File: config.mk
export PLATFORM = sky130hd
export DESIGN_NAME = gate_op_arbiter
export DESIGN_NICKNAME = d
export VERILOG_FILES = /design/src/rtl/gate_op_arbiter.sv
export SDC_FILE = /design/constraint.sdc
export NUM_CORES = 1
export LEC_CHECK = 0
export ABC_AREA = 0
export CORE_UTILIZATION = 42
export CTS_CLUSTER_SIZE = 14
export DETAILED_ROUTE_END_ITERATION = 10
export GPL_TIMING_DRIVEN = 0
export PLACE_DENSITY_LB_ADDON = 0.15
export SETUP_SLACK_MARGIN = 0.15
export SLEW_MARGIN = 40
export SYNTH_ARGS = -nofsm -noshare
export SYNTH_HDL_FRONTEND = slang
export SYNTH_SLANG_ARGS = --single-unit
File: constraint.sdc
create_clock -name clk -period 2.1 [get_ports clk]
set_clock_uncertainty 0.2 [all_clocks]
set_input_delay 0.42 -clock clk [delete_from_list [all_inputs] [get_ports clk]]
set_output_delay 0.42 -clock clk [all_outputs]
set_load 0.01 [all_outputs]
File: src/rtl/gate_op_arbiter.sv
// Round-robin share of one bitwise logic unit (AND/OR/XOR/NAND/NOR) among NREQ requesters.
// Latency: gnt in cycle T -> rsp_valid from T+2; response is held until rsp_valid && rsp_ready.
module gate_op_arbiter #(
    parameter int  W    = 4,
    parameter int  NREQ = 4,
    localparam int IDW  = $clog2(NREQ)
) (
    input  logic                clk,
    input  logic                rst_n,
    input  logic [NREQ-1:0]     req,
    input  logic [3*NREQ-1:0]   req_op,
    input  logic [W*NREQ-1:0]   req_a,
    input  logic [W*NREQ-1:0]   req_b,
    output logic [NREQ-1:0]     gnt,
    output logic                rsp_valid,
    input  logic                rsp_ready,
    output logic [W-1:0]        rsp_data,
    output logic [IDW-1:0]      rsp_id,
    output logic                rsp_err,
    output logic                busy
);

    typedef enum logic [1:0] {IDLE, EXEC, RESP} state_t;

    state_t         state, state_nxt;
    logic [IDW-1:0] ptr;
    logic [IDW-1:0] sel_idx;
    logic           sel_vld;
    logic [2:0]     lat_op;
    logic [W-1:0]   lat_a, lat_b;
    logic [IDW-1:0] lat_id;
    logic [W-1:0]   res_data;
    logic           res_err;
    logic           rsp_hs;

    assign rsp_hs = rsp_valid && rsp_ready;

    // Scan downward so the requester closest to ptr is the last (winning) assignment.
    always_comb begin
        sel_vld = 1'b0;
        sel_idx = '0;
        for (int k = NREQ - 1; k >= 0; k--) begin
            if (req[(int'(ptr) + k) % NREQ]) begin
                sel_vld = 1'b1;
                sel_idx = IDW'((int'(ptr) + k) % NREQ);
            end
        end
    end

    always_comb begin
        res_data = '0;
        res_err  = 1'b0;
        case (lat_op)
            3'd0:    res_data = lat_a & lat_b;
            3'd1:    res_data = lat_a | lat_b;
            3'd2:    res_data = lat_a ^ lat_b;
            3'd3:    res_data = ~(lat_a & lat_b);
            3'd4:    res_data = ~(lat_a | lat_b);
            default: res_err  = 1'b1;
        endcase
    end

    always_ff @(posedge clk) begin
        if (!rst_n) state <= IDLE;
        else        state <= state_nxt;
    end

    always_comb begin
        state_nxt = state;
        case (state)
            IDLE:    if (sel_vld) state_nxt = EXEC;
            EXEC:    state_nxt = RESP;
            RESP:    if (rsp_hs) state_nxt = IDLE;
            default: state_nxt = IDLE;
        endcase
    end

    always_comb begin
        gnt  = '0;
        busy = (state != IDLE);
        if (rst_n && state == IDLE && sel_vld) gnt[sel_idx] = 1'b1;
    end

    always_ff @(posedge clk) begin
        if (!rst_n) begin
            ptr       <= '0;
            lat_op    <= '0;
            lat_a     <= '0;
            lat_b     <= '0;
            lat_id    <= '0;
            rsp_valid <= 1'b0;
            rsp_data  <= '0;
            rsp_id    <= '0;
            rsp_err   <= 1'b0;
        end else begin
            case (state)
                IDLE: if (sel_vld) begin
                    lat_op <= req_op[3*sel_idx +: 3];
                    lat_a  <= req_a[W*sel_idx +: W];
                    lat_b  <= req_b[W*sel_idx +: W];
                    lat_id <= sel_idx;
                end
                EXEC: begin
                    rsp_data  <= res_data;
                    rsp_err   <= res_err;
                    rsp_id    <= lat_id;
                    rsp_valid <= 1'b1;
                end
                RESP: if (rsp_hs) begin
                    rsp_valid <= 1'b0;
                    ptr       <= (rsp_id == IDW'(NREQ - 1)) ? '0 : rsp_id + 1'b1;
                end
                default: ;
            endcase
        end
    end

endmodule

**Run 1: the clock network**

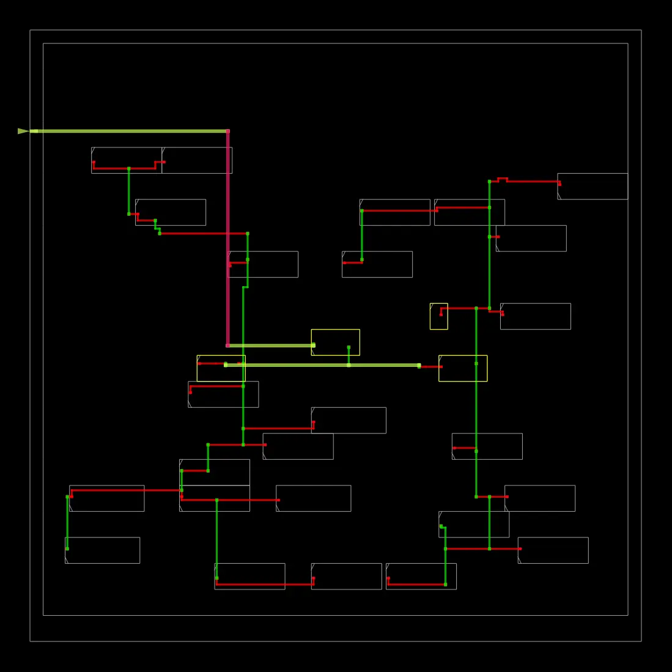
number of CTS-inserted buffers: 3
Sink Count: 25
flop count: 25
clk latency late pin: 270 ps
clock buffers: 3

**Run 1: sizing map**

Scale bar: 20 um.
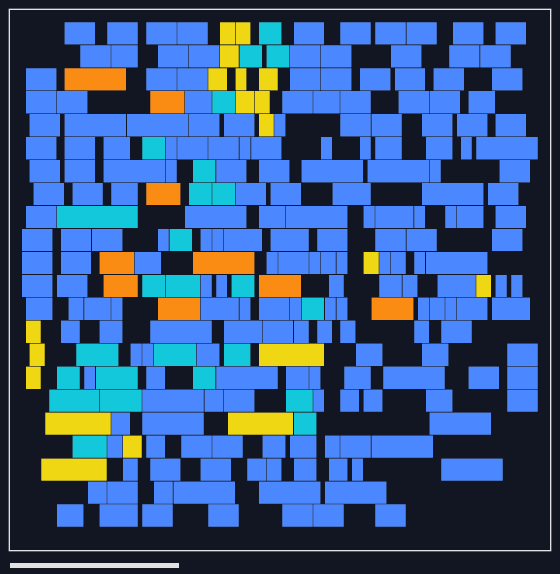
Key: _3 and _4 cells = cyan [cells 25, share 9.7%]; _2 cells = yellow [cells 19, share 7.3%]; _0 and _1 cells = blue [cells 206, share 80%]; _6 and larger = orange [cells 9, share 3.5%]

**Run 1: clock wires, drivers and flops**

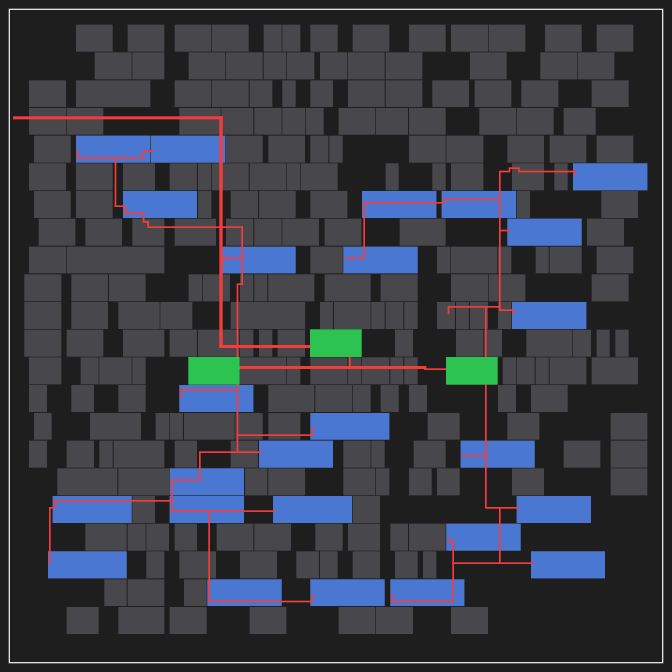
Key: clock wires = red [length 313 um]; clock drivers = green [count 3]; flip-flops = blue [count 25]
There are 4 routed clock nets. Position of the flops: spread over the die.

==> results.ini, run 1 <==
[run_status]
status=complete, but fails checks
violations=negative setup slack

[die]
fp_util_pct=44.1
io_pins=64
row_count=22

[final_timing]
setup_viol=4
finalCritPeriodShare_pct=104
worst_slack_ps=-93.6
slew_headroom_pct=66.8

[critical_path]
criticalPathCategory=flop to primary output
crit_required_ps=1480
cp-start-kind=flop
startpoint=state[1]
cp_num_cells=7
crit_buf_inv=2
timing.critical_path.to_type=primary output
ff2ff_path_depth=7

[final_layout]
buffer_area_share_pct=32.2
fin_util_pct=68.9
clock_area_share_pct=1.84
fill_cells=301
n_all_buffers=89
final_cell_mix=54 x clkdlybuf4s50_1, 36 x mux2i_1, 21 x dfxtp_1
syn_to_final_growth_pct=56.3
reg_top3=lat_a: 4 flops, lat_b: 4 flops, rsp_data: 4 flops
n_antenna_cell=0

[power_and_ir_drop]
ir_drop_mv=0.382
p_seq_mw=0.559
totalPowerFinal_mw=1.36
p_per_area_nw_per_um2=538
intPower_mw=0.953
p_comb_share_pct=37.7
powerClk_mw=0.286

[clocking]
clk_pin_slew_ps=90
h-tree-depth=1
clockBufferDepth=2
postCtsSetupRepairBufs=16
root_buffer=clkbuf_8

[synthesis]
synthTopCellsByCount=36 x mux2i_1, 25 x dfxtp_1, 17 x nand2_1, 12 x nor2_1
edf_count=0
ys.flop_type=dfxtp_1

[worst_hold_path]
hp-class=flop to flop
hold_start=rsp_data[0]
holdPathEnd=rsp_data[0]

[detailed_routing]
drt_iter0_markers=37
m1WireLength_mm=1.82
ant_nets=0
finalWirelength_mm=3.93
vias=1510

[placement]
portBuffers=63
hpwl_mm=2.80

[grt]
grt_usage_pct=20.2

## run 1: cells by family (layout without fill, tap and decap cells)
family	count (synthesis)	in the layout	synth area share [%]
simple gates	54	54	17.8
compound gates	32	32	14.7
mux	36	36	22.3
buf+inv	20	103	7.21
flops	25	25	31.0
fa+ha+maj	9	9	6.98
## run 1: worst register-to-register path: stages (launching register included)
cell and delay, ps:
dfxtp_2 330, or2_4 260, a21oi_4 140, buf_4 150, and2b_1 190, clkbuf_1 220
nand2_1 140, o221ai_1 120
## run 1: per-stage QoR
stage	TNS (ps)	instance area (um2)	setup WS, ps
2_1_floorplan	0	1610	149
3_3_place_gp	-6190	2300	-929
3_5_place_dp	-6420	2300	-945
4_1_cts	-378	2510	-103
5_1_grt	-626	2520	-162
6_report	-331	2520	-93.6
**Run 1: I/O pins on the die edge**

Pins as bars across the die edge, other pins in gray.
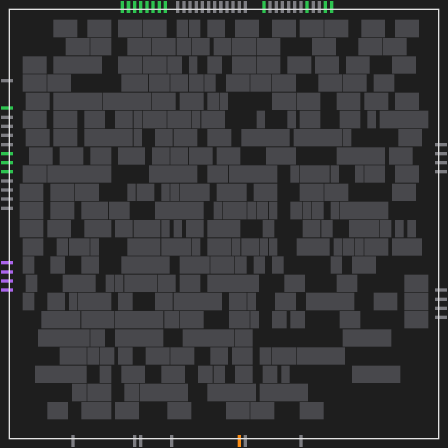

==> run 2: changes to the inputs <==
--- a/config.mk
+++ b/config.mk
@@ -6,7 +6,7 @@
 export NUM_CORES = 1
 export LEC_CHECK = 0
 export ABC_AREA = 0
-export CORE_UTILIZATION = 42
+export CORE_UTILIZATION = 43
 export CTS_CLUSTER_SIZE = 14
 export DETAILED_ROUTE_END_ITERATION = 10
 export GPL_TIMING_DRIVEN = 0
**Run 2: I/O pins on the die edge**

Pins as bars across the die edge, other pins in gray.
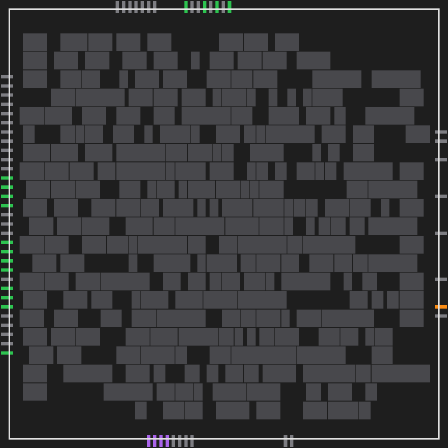
Key: `req_a` = green [pins 16, direction input, edge 12 west, 4 north]; `rsp_valid` = orange [pins 1, direction output, edge east]; `req` = purple [pins 4, direction input, edge south]
All pins by edge: 31 west, 15 north, 10 south, 8 east.

**Run 2: clock wires, drivers and flops**

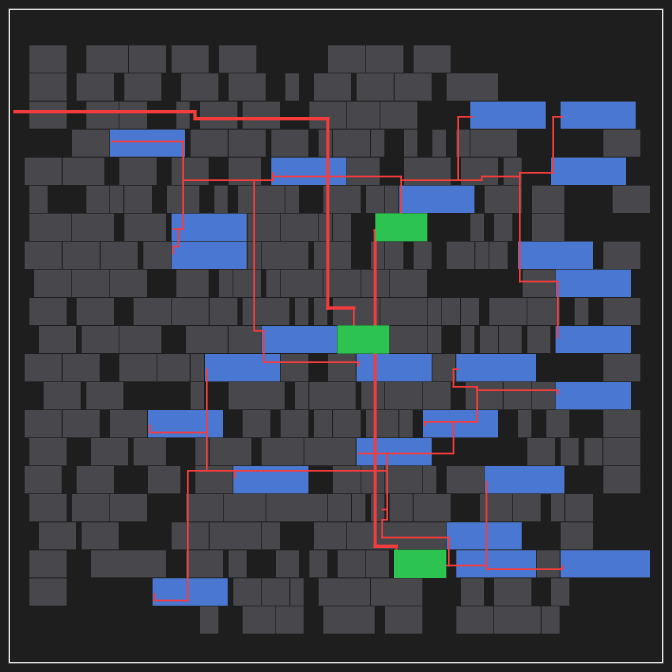
Key: clock wires = red [length 344 um]; flip-flops = blue [count 25]; clock drivers = green [count 3]
There are 4 routed clock nets. Position of the flops: spread over the die.

**Run 2: sizing map**

Scale bar: 20 um.
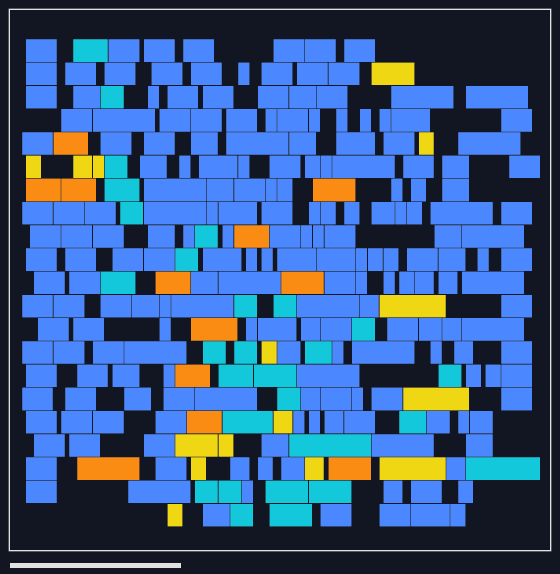
Key: _3 and _4 cells = cyan [cells 28, share 11%]; _6 and larger = orange [cells 12, share 4.7%]; _2 cells = yellow [cells 15, share 5.8%]; _0 and _1 cells = blue [cells 203, share 79%]

==> results.ini, run 2 <==
[detailed_routing]
drt_iter0_markers=36  ; -2.7%
finalWirelength_mm=3.96  ; +0.74%
m1WireLength_mm=1.87  ; +2.8%

[placement]
placed_area_um2=2300  ; -0.11%
portBuffers=63  ; unchanged
hpwl_mm=2.93  ; +4.3%
pre_cts_slack_ps=-966  ; -21.3 ps

[run_status]
violations=negative setup slack
status=complete, but fails checks

[final_layout]
fill_cells=277  ; -8.0%
clock_area_share_pct=1.77  ; -0.065 points
reg_top3=lat_a: 4 flops, lat_b: 4 flops, rsp_data: 4 flops
clockBufferCount=4  ; +1
n_all_buffers=88  ; -1.1%
n_antenna_cell=0  ; unchanged
fin_area_um2=2540  ; +0.89%
ff_count=25  ; unchanged
syn_to_final_growth_pct=57.7
buffer_area_share_pct=32.1  ; -0.039 points

[power_and_ir_drop]
p_seq_mw=0.560  ; about the same
totalPowerFinal_mw=1.38  ; +1.9%
p_comb_share_pct=38.3  ; +0.6 points
p_per_area_nw_per_um2=544  ; +0.98%
intPower_mw=0.966  ; +1.3%
ir_drop_mv=0.300  ; -22%
powerClk_mw=0.293  ; +2%

[final_timing]
worst_slack_ps=-94.3  ; -0.751 ps
setup_viol=4  ; unchanged
setup_tns_ps=-341  ; -10.7 ps
finalCritPeriodShare_pct=104  ; about the same
slew_headroom_pct=68.2  ; +1.4 points

[die]
io_pins=64  ; unchanged
fp_util_pct=46.5  ; +2.4 points

[clocking]
root_buffer=clkbuf_8
clk_pin_slew_ps=90  ; about the same
h-tree-depth=1  ; unchanged
clock_latency_ps=270  ; about the same
numCtsBuffers=3  ; unchanged
clockBufferDepth=2  ; unchanged

[critical_path]
timing.critical_path.to_type=primary output
cp-start-kind=flop

[worst_hold_path]
hp-class=flop to flop

[synthesis]
mux_area_share_pct=22.3  ; unchanged
ys.flop_type=dfxtp_1
yosys.area_share.adder_pct=6.98  ; unchanged
top_logic_kind=multiplexers
edf_count=0  ; unchanged
synthTopCellsByCount=36 x mux2i_1, 25 x dfxtp_1, 17 x nand2_1, 12 x nor2_1
synth-xor-area-share_pct=0  ; unchanged

==> run 2: cell count changes in the layout (fill, tap and decap cells not counted), sizes merged <==
| cell | before | now |
|---|---|---|
| buf | 26 | 27 |
| clkinv | 1 | 0 |
| dlygate4sd2 | 2 | 1 |
==> run 2: timing repair <==
item,CTS,global route
cloned,0,0
setup buffers,11,4
endpoints found under the hold margin,0,0
endpoints found under the setup margin,16,15
pin swaps,7,3
gates resized,40,23
==> run 2: worst paths after layout <==
path / from / to / slack (ps) / cells past startpoint
max: state[1] / gnt[1] / -90 / 7
min: rsp_data[3] / rsp_data[3] / 290 / 1
max reg2reg: state[1] / lat_op[0] / 240 / 8
min reg2reg: rsp_data[3] / rsp_data[3] / 290 / 1
**Run 2: placement by cell class**

Scale bar: 20 um.
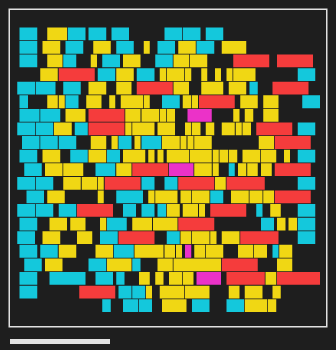

==> run 3: changes to the inputs <==
--- a/config.mk
+++ b/config.mk
@@ -6,7 +6,7 @@
 export NUM_CORES = 1
 export LEC_CHECK = 0
 export ABC_AREA = 0
-export CORE_UTILIZATION = 43
+export CORE_UTILIZATION = 47
 export CTS_CLUSTER_SIZE = 14
 export DETAILED_ROUTE_END_ITERATION = 10
 export GPL_TIMING_DRIVEN = 0
==> constraint.sdc (replaced) <==
create_clock -name clk -period 2.8 [get_ports clk]
set_clock_uncertainty 0.2 [all_clocks]
set_input_delay 0.56 -clock clk [delete_from_list [all_inputs] [get_ports clk]]
set_output_delay 0.56 -clock clk [all_outputs]
set_load 0.01 [all_outputs]
**Run 3: placement by cell class**

Scale bar: 20 um.
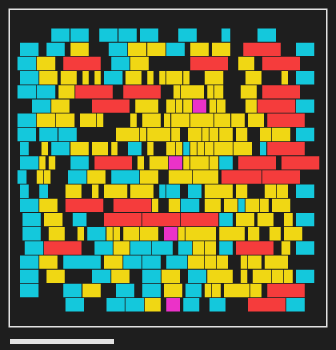
Key: clock drivers and dummy loads = magenta [cells 4, share of their area 1.3%]; remaining buffers and delay cells = cyan [cells 81, share of their area 32%]; sequential cells = red [cells 25, share of their area 21%]; combinational and other logic = yellow [cells 141, share of their area 45%]

**Run 3: I/O pins on the die edge**

Pins as bars across the die edge, other pins in gray.
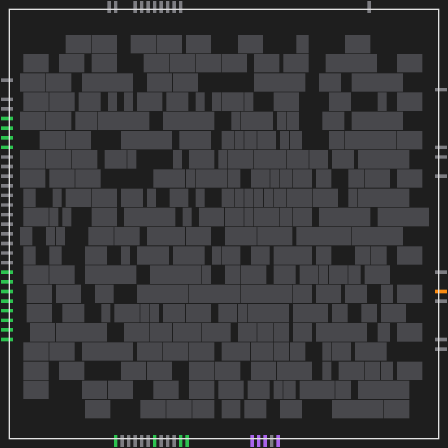
Key: `req` = purple [pins 4, direction input, edge south]; `req_a` = green [pins 16, direction input, edge 12 west, 4 south]; `rsp_valid` = orange [pins 1, direction output, edge east]
All pins by edge: 27 west, 17 south, 11 north, 9 east.

**Run 3: clock wires, drivers and flops**

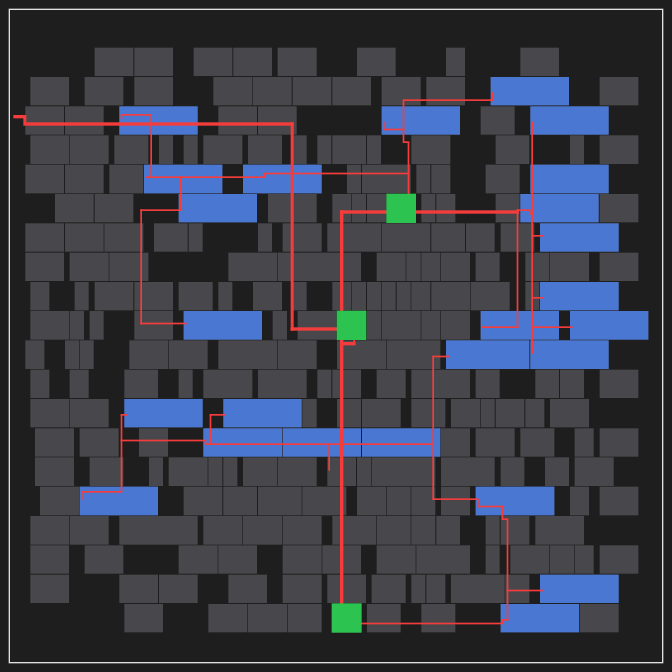
Key: clock drivers = green [count 3]; flip-flops = blue [count 25]; clock wires = red [length 327 um]
There are 4 routed clock nets.

==> results.ini, run 3 <==
[critical_path]
startpoint=req[0]
timing.critical_path.to_type=primary output
cp-start-kind=primary input
r2r_start=ptr[0]
path_cells=dlygate4sd2_1 -> nor2b_4 -> nor2_2 -> a2bb2oi_2 -> buf_4 -> nand2b_4 -> buf_6 -> nor2_1 -> buf_2
slowest_delay_ps=260
cp_slowest_cell=dlygate4sd2_1

[clocking]
root_buffer=clkbuf_4
postCtsSetupRepairBufs=8  ; -3
h-tree-depth=1  ; unchanged
clock_latency_ps=340  ; +70 ps
clockBufferDepth=2  ; unchanged
clk_pin_slew_ps=150  ; +60 ps
ctsResizeCount=31  ; -23%
numCtsBuffers=3  ; unchanged

[synthesis]
netlist_area_um2=1610
area_leaders=dfxtp_1 31%, mux2i_1 22%, ha_1 7.0%
top_logic_kind=multiplexers
synthCells=176
edf_count=0  ; unchanged
fp_nets=236
yosys.area_share.adder_pct=6.98  ; unchanged
ys.flop_type=dfxtp_1
synth_area_per_cell_um2=9.16
synth-xor-area-share_pct=0  ; unchanged
synthTopCellsByCount=36 x mux2i_1, 25 x dfxtp_1, 17 x nand2_1, 12 x nor2_1
mux_area_share_pct=22.3  ; unchanged

[placement]
placed_area_um2=2300  ; -0.11%
portBuffers=63  ; unchanged
pre_cts_slack_ps=-515  ; +451 ps
hpwl_mm=2.83  ; -3.4%

[power_and_ir_drop]
totalPowerFinal_mw=0.956  ; -31%
p_per_area_nw_per_um2=396  ; -27%
ir_drop_mv=0.236  ; -21%

[grt]
grt_pass1_vias=1471
use_met3_pct=4.48

[worst_hold_path]
hp-class=flop to flop
hold_start=rsp_data[2]

[die]
die_w_um=60.6
io_pins=64  ; unchanged
fp_util_pct=51.2  ; +4.7 points

[final_layout]
reg_top3=lat_a: 4 flops, lat_b: 4 flops, rsp_data: 4 flops
fin_area_um2=2410  ; -5.2%
fill_cells=261  ; -5.8%
syn_to_final_growth_pct=49.6
n_antenna_cell=0  ; unchanged

[final_timing]
setup_viol=0  ; -4
worst_slack_ps=224  ; +318 ps
slew_headroom_pct=66.6  ; -1.6 points
worstMarginPinSlew_ps=500
finalCritPeriodShare_pct=92.0
finalCriticalPeriod_ps=2580
rsz0062_at_grt=no
setup_tns_ps=0  ; +341 ps

[run_status]
status=finished, final reports clean

[detailed_routing]
m1WireLength_mm=1.64  ; -12%
drcViolationCount=0
finalWirelength_mm=3.84  ; -3.0%
drt_iter0_markers=60  ; +67%

[job]
openroad.warnings=30

## run 3: area by class of cell
type                            instances  share of cell area [%]
Sequential cell                        25                    20.8
Tap cell                               44                    2.28
Timing Repair Buffer                   71                    27.6
Buffer                                 10                    3.68
Multi-Input combinational cell        131                    42.8
Clock buffer                            3                   0.934
Clock inverter                          1                   0.311
Inverter                               10                    1.56
## run 3: power by group
part,internal (mW),leakage (nW),switching [mW]
Combinational,0.208,0.776,0.152
Sequential,0.392,0.205,0.0295
Clock,0.0549,0.0139,0.119
Total,0.655,0.995,0.301
## run 3: path summary, 6_finish.rpt
kind            endpoint  slack [ps]  cells past startpoint
max               gnt[1]         220                      9
min reg2reg  rsp_data[2]         300                      1
min          rsp_data[2]         300                      1
max reg2reg     lat_b[1]         800                      8
Power and IR drop assume default switching activity.
